<file path="config.mk">
export PLATFORM = sky130hd
export DESIGN_NAME = board_ctrl
export DESIGN_NICKNAME = d
export VERILOG_FILES = /design/src/rtl/board_ctrl.sv
export SDC_FILE = /design/constraint.sdc
export NUM_CORES = 1
export LEC_CHECK = 0
export CAP_MARGIN = 15
export CORE_MARGIN = 2
export CORE_UTILIZATION = 49
export CTS_CLUSTER_DIAMETER = 40
export DETAILED_ROUTE_END_ITERATION = 12
export GPL_TIMING_DRIVEN = 0
export PLACE_DENSITY = 0.79
export SLEW_MARGIN = 20
export SYNTH_ARGS = -nofsm -noshare
export SYNTH_HDL_FRONTEND = slang
export SYNTH_SLANG_ARGS = --single-unit
</file>
<file path="constraint.sdc">
create_clock -name clk -period 2.5 [get_ports clk]
set_input_delay 0.5 -clock clk [delete_from_list [all_inputs] [get_ports clk]]
set_output_delay 0.5 -clock clk [all_outputs]
set_load 0.02 [all_outputs]
</file>
<file path="src/rtl/board_ctrl.sv">
// board_ctrl: 3-in-a-row game-state controller (board, turns, move accept/reject, win/draw/timeout)
module board_ctrl #(
    parameter logic [1:0] FIRST_PLAYER = 2'b01,
    parameter int         TURN_TIMEOUT = 0
) (
    input  logic       clk,
    input  logic       rst_n,
    input  logic       new_game,
    input  logic       move_valid,
    input  logic [3:0] move_pos,
    input  logic       winner,
    input  logic [1:0] who_win,
    output logic [1:0] pos1,
    output logic [1:0] pos2,
    output logic [1:0] pos3,
    output logic [1:0] pos4,
    output logic [1:0] pos5,
    output logic [1:0] pos6,
    output logic [1:0] pos7,
    output logic [1:0] pos8,
    output logic [1:0] pos9,
    output logic [1:0] turn,
    output logic       move_ack,
    output logic       move_nack,
    output logic       timeout,
    output logic       game_over,
    output logic [1:0] result
);
    typedef enum logic [1:0] {PLAY = 2'd0, CHECK = 2'd1, DONE = 2'd2} state_t;

    state_t      state, state_next;
    logic [1:0]  cells [9];
    logic [3:0]  move_cnt;
    logic [31:0] turn_cnt;
    logic        cell_free, accept, expire, reject, finish;

    assign pos1 = cells[0];
    assign pos2 = cells[1];
    assign pos3 = cells[2];
    assign pos4 = cells[3];
    assign pos5 = cells[4];
    assign pos6 = cells[5];
    assign pos7 = cells[6];
    assign pos8 = cells[7];
    assign pos9 = cells[8];

    // State register
    always_ff @(posedge clk or negedge rst_n) begin
        if (!rst_n) state <= PLAY;
        else        state <= state_next;
    end

    // Next state: a written move is always followed by one CHECK cycle; DONE only leaves via new_game
    always_comb begin
        state_next = state;
        if (new_game)                      state_next = PLAY;
        else if (state == PLAY && accept)  state_next = CHECK;
        else if (state == CHECK)           state_next = finish ? DONE : PLAY;
    end

    // Move/timeout decode; an accepted move beats expiry, and expiry swallows a nack so pulses never overlap
    always_comb begin
        cell_free = 1'b0;
        for (int i = 0; i < 9; i++)
            if (move_pos == 4'(i + 1)) cell_free = (cells[i] == 2'b00);
        accept = (state == PLAY) && move_valid && cell_free;
        expire = (TURN_TIMEOUT != 0) && (state == PLAY) && !accept &&
                 (turn_cnt == 32'(TURN_TIMEOUT - 1));
        reject = move_valid && !accept && !expire;
        finish = (state == CHECK) && (winner || move_cnt == 4'd9);
    end

    // Board, turn, counters, pulses and result; new_game acts as a synchronous reset
    always_ff @(posedge clk or negedge rst_n) begin
        if (!rst_n) begin
            for (int i = 0; i < 9; i++) cells[i] <= 2'b00;
            turn      <= FIRST_PLAYER;
            move_cnt  <= 4'd0;
            turn_cnt  <= 32'd0;
            move_ack  <= 1'b0;
            move_nack <= 1'b0;
            timeout   <= 1'b0;
            game_over <= 1'b0;
            result    <= 2'b00;
        end else if (new_game) begin
            for (int i = 0; i < 9; i++) cells[i] <= 2'b00;
            turn      <= FIRST_PLAYER;
            move_cnt  <= 4'd0;
            turn_cnt  <= 32'd0;
            move_ack  <= 1'b0;
            move_nack <= 1'b0;
            timeout   <= 1'b0;
            game_over <= 1'b0;
            result    <= 2'b00;
        end else begin
            move_ack  <= accept;
            move_nack <= reject;
            timeout   <= expire;
            for (int i = 0; i < 9; i++)
                if (accept && move_pos == 4'(i + 1)) cells[i] <= turn;
            if (accept && move_cnt != 4'd9) move_cnt <= move_cnt + 4'd1;
            turn_cnt <= (TURN_TIMEOUT != 0 && state == PLAY && !accept && !expire) ?
                        turn_cnt + 32'd1 : 32'd0;
            if (expire || (state == CHECK && !finish)) turn <= ~turn;
            if (state == CHECK && winner) begin
                result    <= who_win;
                game_over <= 1'b1;
            end else if (finish) begin
                result    <= 2'b11;
                game_over <= 1'b1;
            end
        end
    end
endmodule

</file>
run_1/placed.png
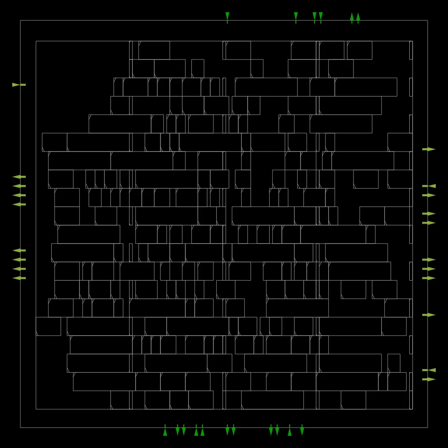
Flop Count: 31
Layout Cells excl Fill: 251
std cell rows: 20
Filler Cells Inserted: 240
floorplan core area: 3028 um2

run_1/port_trees.png
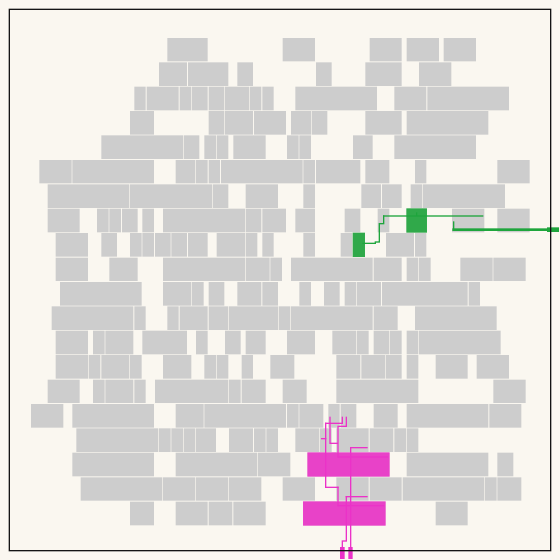
legend:
  magenta:
    port: pos2
    bits: 2
    direction: output
    edge: bottom
    end_cells: 2
    buffers: 2
    wire: 54.5 um
  green:
    port: move_valid
    bits: 1
    direction: input
    edge: right
    end_cells: 2
    buffers: 1
    wire: 27.9 um

run_1/util_map.png
6 x 6 tiles, from black (low) to pale yellow (high), 0 to 100% covered.
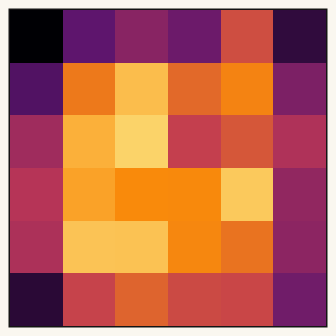
nearly empty tiles: 2.8%
emptiest ninth of the die: top left
mean over tiles: 54%
fp util: 51.07%
fin util: 66.74%

==> summary.txt, run 1 <==
Status -> finished, final reports clean
CTS tree -> done
I/O pin cnt -> 37
Fin crit period -> 2.398 ns
Initial DRT Pass Iterations -> 4
DRC viols -> 0
Crit path largest cell delay -> 0.62 ns
Vias -> 1438
Critical-path top delay cell -> clkdlybuf4s50_1
Slew Viols, Final -> 0
Syn-to-layout area delta -> 30.66%
DP Cell Count -> 243
First-pass GRT wire length -> 6244 um
Max IR drop VDD -> 0.0003051 V
Crit start category -> input port
Xor/xnor share of the synthesized area -> 1.133%
Syn nets -> 177
Post-synth ARST share -> 100.0%
Mux share -> 2.104%
Main synth FF type -> dfrtp_1
Antenna Violating Nets Remaining -> 0
[run 1: per-layer routing]
layer	wire, um	GRT usage, %	part of all wire [%]
met3	211	4.978	5.8
met2	1781	35.87	49
met4	69	13.65	1.9
met5	0	0	0
met1	1604	30.66	44
[run 1: worst max-delay path: cells and delay by family]
family	cells	cell delay (ns)
AND-OR/OR-AND	2	0.40
buffers and inverters	1	0.62
AND/OR/NAND/NOR	2	0.54
multiplexers	1	0.54
[run 1: layout by cell type (no fill, tap or decap), types with 2 or more instances in the layout]
cell type / n
clkdlybuf4s50_1: 34
dfrtp_1: 30
nor2_1: 24
nand2_1: 23
o31ai_1: 8
nor3_1: 7
a21oi_1: 7
clkbuf_1: 7
nand3_1: 6
clkbuf_4: 6
inv_1: 5
a41oi_1: 4
buf_4: 3
or4b_1: 3
nand4_1: 3
and3_1: 2
xnor2_1: 2
nor2b_1: 2
nand3b_1: 2
o221a_2: 2
o32ai_1: 2
ha_1: 2
clkbuf_8: 2
[run 1: state kept, by name, summed over array words and instances, names as in the netlist, 2 cells and up]
signal	count
move_cnt	4
pos2	2
pos5	2
pos1	2
pos4	2
turn	2
state	2
result	2
pos3	2
pos8	2
pos9	2
pos7	2
pos6	2
[run 1: what timing repair did]
action	in CTS	in global routing
hold buffers	0	0
endpoints found under the setup margin	0	2
resized	0	2
[run 1: report_power, final]
group | internal (mW) | switching [mW]
registers | 0.513 | 0.00905
logic | 0.0568 | 0.0836
clock network | 0.165 | 0.173
total | 0.735 | 0.266
[run 1: area by class of cell]
cell class                 instances  area [um2]
fill                             240        1007
sequential                        31       777.0
multi-input combinational        117       699.4
timing repair buffer              35       345.3
clock buffer                       8       68.82
tap                               44       55.05
buffer                            10       52.55
inverter                           6       22.52
run_1/m3.png
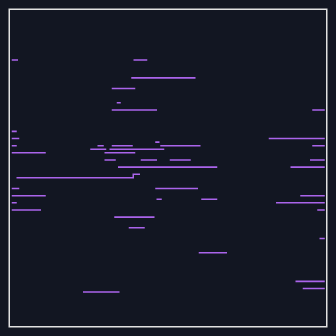

## Run 2: what changed since run 1
--- a/config.mk
+++ b/config.mk
@@ -7,11 +7,11 @@
 export LEC_CHECK = 0
 export CAP_MARGIN = 15
 export CORE_MARGIN = 2
-export CORE_UTILIZATION = 49
+export CORE_UTILIZATION = 31
 export CTS_CLUSTER_DIAMETER = 40
 export DETAILED_ROUTE_END_ITERATION = 12
 export GPL_TIMING_DRIVEN = 0
-export PLACE_DENSITY = 0.79
+export SKIP_LAST_GASP = 1
 export SLEW_MARGIN = 20
 export SYNTH_ARGS = -nofsm -noshare
 export SYNTH_HDL_FRONTEND = slang
run_2/m3.png
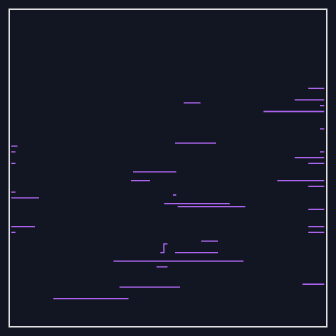
main direction: horizontal
nets with wire on the layer: 31

run_2/placed.png
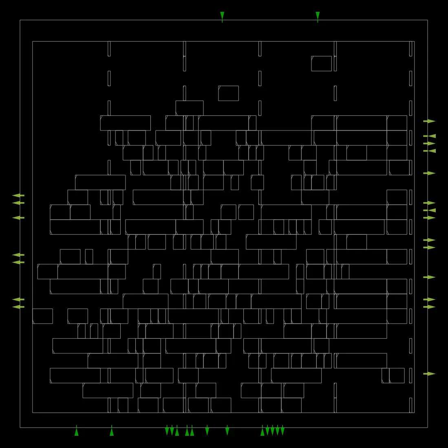
Filler Cells Inserted: 485
Layout Cells excl Fill: 274
Taps Inserted: 67
floorplan core area: 4755 um2
Seq/total area: 37.30%

==> run 2 against run 1 <==
Compared with the run above:
- utilization shrank 23 points
- worst hold slack gained 0.063 ns
- power grew 9.8%
- critical path depth is the same
==> summary.txt, run 2 <==
Post-synth ARST share -> 100.0%
Pint -> 0.8212 mW
Fp util -> 32.53%
Largest register by flop count -> move_cnt
First-pass GRT wire length -> 6134 um
Dominant logic cell type in the layout -> clkdlybuf4s50_1
Max IR drop VDD -> 0.0002637 V
Mux share -> 2.104%
Syn nets -> 177
CTS tree -> done
Seq pwr -> 0.523 mW
DRC viols -> 0
Area fraction in compound gates -> 15.94%
Logic pwr share -> 12.7%
Slew Viols, Final -> 0
Most frequent cells in the layout -> clkdlybuf4s50_1, dfrtp_1, nor2_1, nand2_1, o31ai_1
Xor/xnor share of the synthesized area -> 1.133%
# nets final -> 219
Main synth FF type -> dfrtp_1
Seq pwr share -> 47.6%
Comb group -> 0.139 mW
Top power group -> registers
Hold_buf cts -> 0
Clk. pwr -> 0.437 mW
Crit start category -> input port
MaxCap Viol Count -> 0
Antenna Violating Nets Remaining -> 0
Vias -> 1326
Fin crit period -> 2.403 ns
Syn-to-layout area delta -> 34.71%
Flip-flop count of the largest register after layout -> 4
Status -> finished, final reports clean
Clk pwr share -> 39.7%
Switching share of power -> 25.27%
Initial DRT Pass Iterations -> 4
I/O pin cnt -> 37
==> run 2: worst paths after layout <==
| kind | endpoint | cells past startpoint |
|---|---|---|
| min in group clk | game_over$_DFFE_PN0P_ | 2 |
| max | move_cnt[0]$_DFFE_PN0P_ | 6 |
| max in group asynchronous | turn[1]$_DFFE_PN0P_ | 1 |
| min reg2reg | game_over$_DFFE_PN0P_ | 2 |
| min | pos9[0]$_DFFE_PN0P_ | 1 |
| max reg2reg | pos3[1]$_DFFE_PN0P_ | 6 |
==> run 2: per-layer routing <==
metal | track usage [%] | wire [um] | vias up
met5 | 0 | 0 | -
met4 | 5.357 | 34 | 0
met3 | 4.552 | 220 | 5
met2 | 20.55 | 1567 | 44
met1 | 21.88 | 1892 | 606
li1 | - | - | 671
==> run 2: area by class of cell <==
cell class              instances  area (um2)  share of cell area (%)
well taps                      67       83.83                   4.024
plain buffers                  10       52.55                   2.523
inverters                       6       22.52                   1.081
multi-input cells             117       701.9                   33.69
clock buffers                   8       100.1                   4.805
flip-flops and latches         31       777.0                   37.30
repair buffers                 35       345.3                   16.58
==> run 2: cells by family after synthesis <==
family | Yosys count
XOR/XNOR | 2
AND/OR/NAND/NOR | 78
adder cells (fa/ha/maj) | 2
flip-flops | 31
other | 1
multiplexers | 2
AND-OR/OR-AND | 32
buffers and inverters | 16
==> run 2: critical path: stages <==
cell             delay, ns
clkdlybuf4s50_1       0.61
mux4_2                0.53
and3_1                0.19
o21a_4                0.22
or4b_1                0.47
nand4_1               0.10
==> run 2: stage by stage <==
stage,cells,power (mW),hold slack [ns],instance area (um2)
floorplan,164,0.6075,0.2044,1546
global placement,266,0.6713,0.4844,1981
detailed placement,266,0.6709,0.4954,1976
CTS,274,1.112,0.2681,2076
global route,274,1.151,0.3098,2083
finish,274,1.099,0.2512,2083
run_2/route_heat.png
15 x 15 tiles, from black (low) to pale yellow (high), scaled to the fullest tile. Values are wire area over tile area, all layers added.
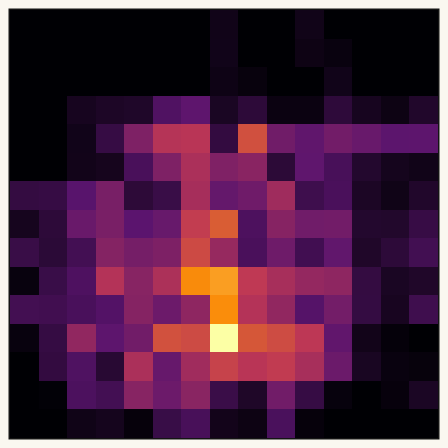

## Run 3: what changed since run 2
--- a/config.mk
+++ b/config.mk
@@ -6,13 +6,16 @@
 export NUM_CORES = 1
 export LEC_CHECK = 0
 export CAP_MARGIN = 15
+export CELL_PAD_IN_SITES_DETAIL_PLACEMENT = 1
+export CELL_PAD_IN_SITES_GLOBAL_PLACEMENT = 1
 export CORE_MARGIN = 2
 export CORE_UTILIZATION = 31
 export CTS_CLUSTER_DIAMETER = 40
 export DETAILED_ROUTE_END_ITERATION = 12
 export GPL_TIMING_DRIVEN = 0
+export PLACE_DENSITY_LB_ADDON = 0.1
 export SKIP_LAST_GASP = 1
-export SLEW_MARGIN = 20
+export SLEW_MARGIN = 0
 export SYNTH_ARGS = -nofsm -noshare
 export SYNTH_HDL_FRONTEND = slang
 export SYNTH_SLANG_ARGS = --single-unit
run_3/route_heat.png
15 x 15 tiles, from black (low) to pale yellow (high), scaled to the fullest tile. Values are wire area over tile area, all layers added.
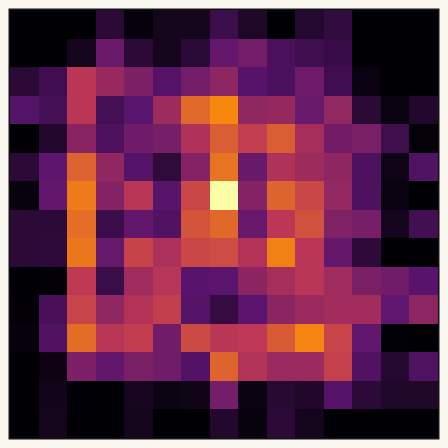
tiles over half the peak: 15%
densest ninth of the die: middle
fullest tile: 0.47
mean over tiles: 0.12
emptiest ninth of the die: top right
nearly empty tiles: 17%
Total GRT Usage: 17.18%
final WL: 4416 um
Vias: 1418
wire length per cell: 16.12 um

==> run 3 against run 2 <==
Compared with the run above:
- combinational power up 4%
- largest cell class unchanged
- sequential share of layout area decreased by 0.33 points
- worst hold slack gained 0.021 ns
- synthesized cell count did not move
- utilization increased by 0.39 points
- first-iteration DRC count decreased by 36%
- maximum frequency grew 3.6%
- highest routed layer unchanged
- global-route usage is 2.3 points higher
- die size stayed put
==> summary.txt, run 3 <==
Seq pwr share -> 44.3%
Dominant logic cell type in the layout -> clkdlybuf4s50_1
Crit path largest cell delay -> 0.50 ns
Largest net degree at the start of global routing -> 32
Flip-flop count of the largest register after layout -> 4
Most frequent cells in the layout -> clkdlybuf4s50_1, dfrtp_1, nor2_1, nand2_1, o31ai_1
# nets final -> 219
Floorplan core area -> 4755 um2
Clk pwr share -> 43.6%
Seq pwr -> 0.523 mW
Crit-path cells -> clkdlybuf4s50_1 -> buf_4 -> a21oi_1 -> a2111oi_1 -> o21a_4 -> nand3_1 -> o31ai_1
Clk. pwr -> 0.515 mW
Logic pwr share -> 12.2%
Comb group -> 0.144 mW
DRC viols -> 0
First-pass GRT wire length -> 7100 um
Layout Cells excl Fill -> 274
Net Switching -> 0.2894 mW
Slew Viols, Final -> 0
Max IR drop VDD -> 0.0002229 V
CTS tree -> done
Fin crit period -> 2.320 ns
Crit start category -> input port
Critical-path top delay cell -> clkdlybuf4s50_1
Hold_buf cts -> 0
Pint -> 0.8925 mW
Antenna Violating Nets Remaining -> 0
Clock transition at the registers of the reported paths -> 0.07 ns
Number of buffers and inverters on the critical path -> 2
Status -> finished, final reports clean
Post-synth ARST share -> 100.0%
MaxCap Viol Count -> 0
Initial DRT Pass Iterations -> 4
Final Power -> 1.182 mW
Fp util -> 32.53%
Syn-to-layout area delta -> 35.92%
WHS -> 0.2719 ns
Main synth FF type -> dfrtp_1
Syn nets -> 177
Finished layout cell area -> 2102 um2
# diodes -> 0
DP Area -> 1976 um2
Post_cts resized -> 0
DP Cell Count -> 266
Switching share of power -> 24.48%
Largest register by flop count -> move_cnt
Yosys stat area -> 1546 um2
run_3/placed.png
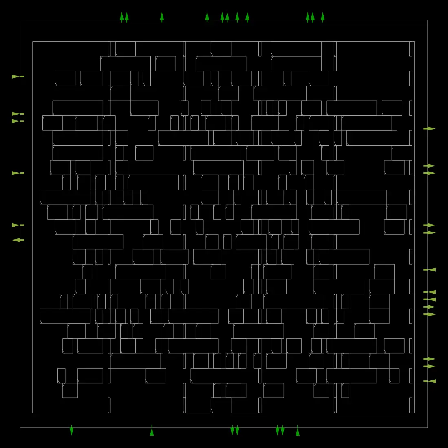
std cell rows: 25
Filler Cells Inserted: 552
Seq/total area: 36.96%
fin util: 44.21%

-- run 3: path summary, 6_finish.rpt --
check,start,end,cells past startpoint
worst min register to register,game_over$_DFFE_PN0P_,game_over$_DFFE_PN0P_,2
max in group asynchronous,rst_n,pos9[0]$_DFFE_PN0P_,1
worst max-delay path,move_pos[0],pos7[0]$_DFFE_PN0P_,7
worst max register to register,pos6[1]$_DFFE_PN0P_,pos7[0]$_DFFE_PN0P_,6
min in group clk,game_over$_DFFE_PN0P_,game_over$_DFFE_PN0P_,2
worst min-delay path,rst_n,pos6[0]$_DFFE_PN0P_,1
-- run 3: final cells by class --
| cell class | count | area, um2 | area share [%] |
|---|---|---|---|
| plain buffers | 10 | 50.05 | 2.381 |
| clock buffers | 6 | 82.58 | 3.929 |
| clock inverters | 2 | 35.03 | 1.667 |
| inverters | 6 | 22.52 | 1.071 |
| multi-input cells | 117 | 703.2 | 33.45 |
| flip-flops and latches | 31 | 777.0 | 36.96 |
| well taps | 67 | 83.83 | 3.988 |
| repair buffers | 35 | 347.8 | 16.55 |
-- run 3: logic make-up after synthesis --
| kind of cell | count (synthesis) | synth area share [%] |
|---|---|---|
| XOR/XNOR | 2 | 1.133 |
| adder cells (fa/ha/maj) | 2 | 1.618 |
| buffers and inverters | 16 | 4.692 |
| multiplexers | 2 | 2.103 |
| flip-flops | 31 | 50.24 |
| AND/OR/NAND/NOR | 78 | 24.03 |
| AND-OR/OR-AND | 32 | 15.94 |
| other | 1 | 0.2425 |
-- run 3: routing by layer --
layer | global-route usage, % | wire length [um]
met5 | 0 | 0
met4 | 5.357 | 53
met3 | 4.685 | 172
met2 | 29.50 | 2293
met1 | 21.08 | 1896
Power figures rest on the tool's default switching activity, not on a simulated workload.
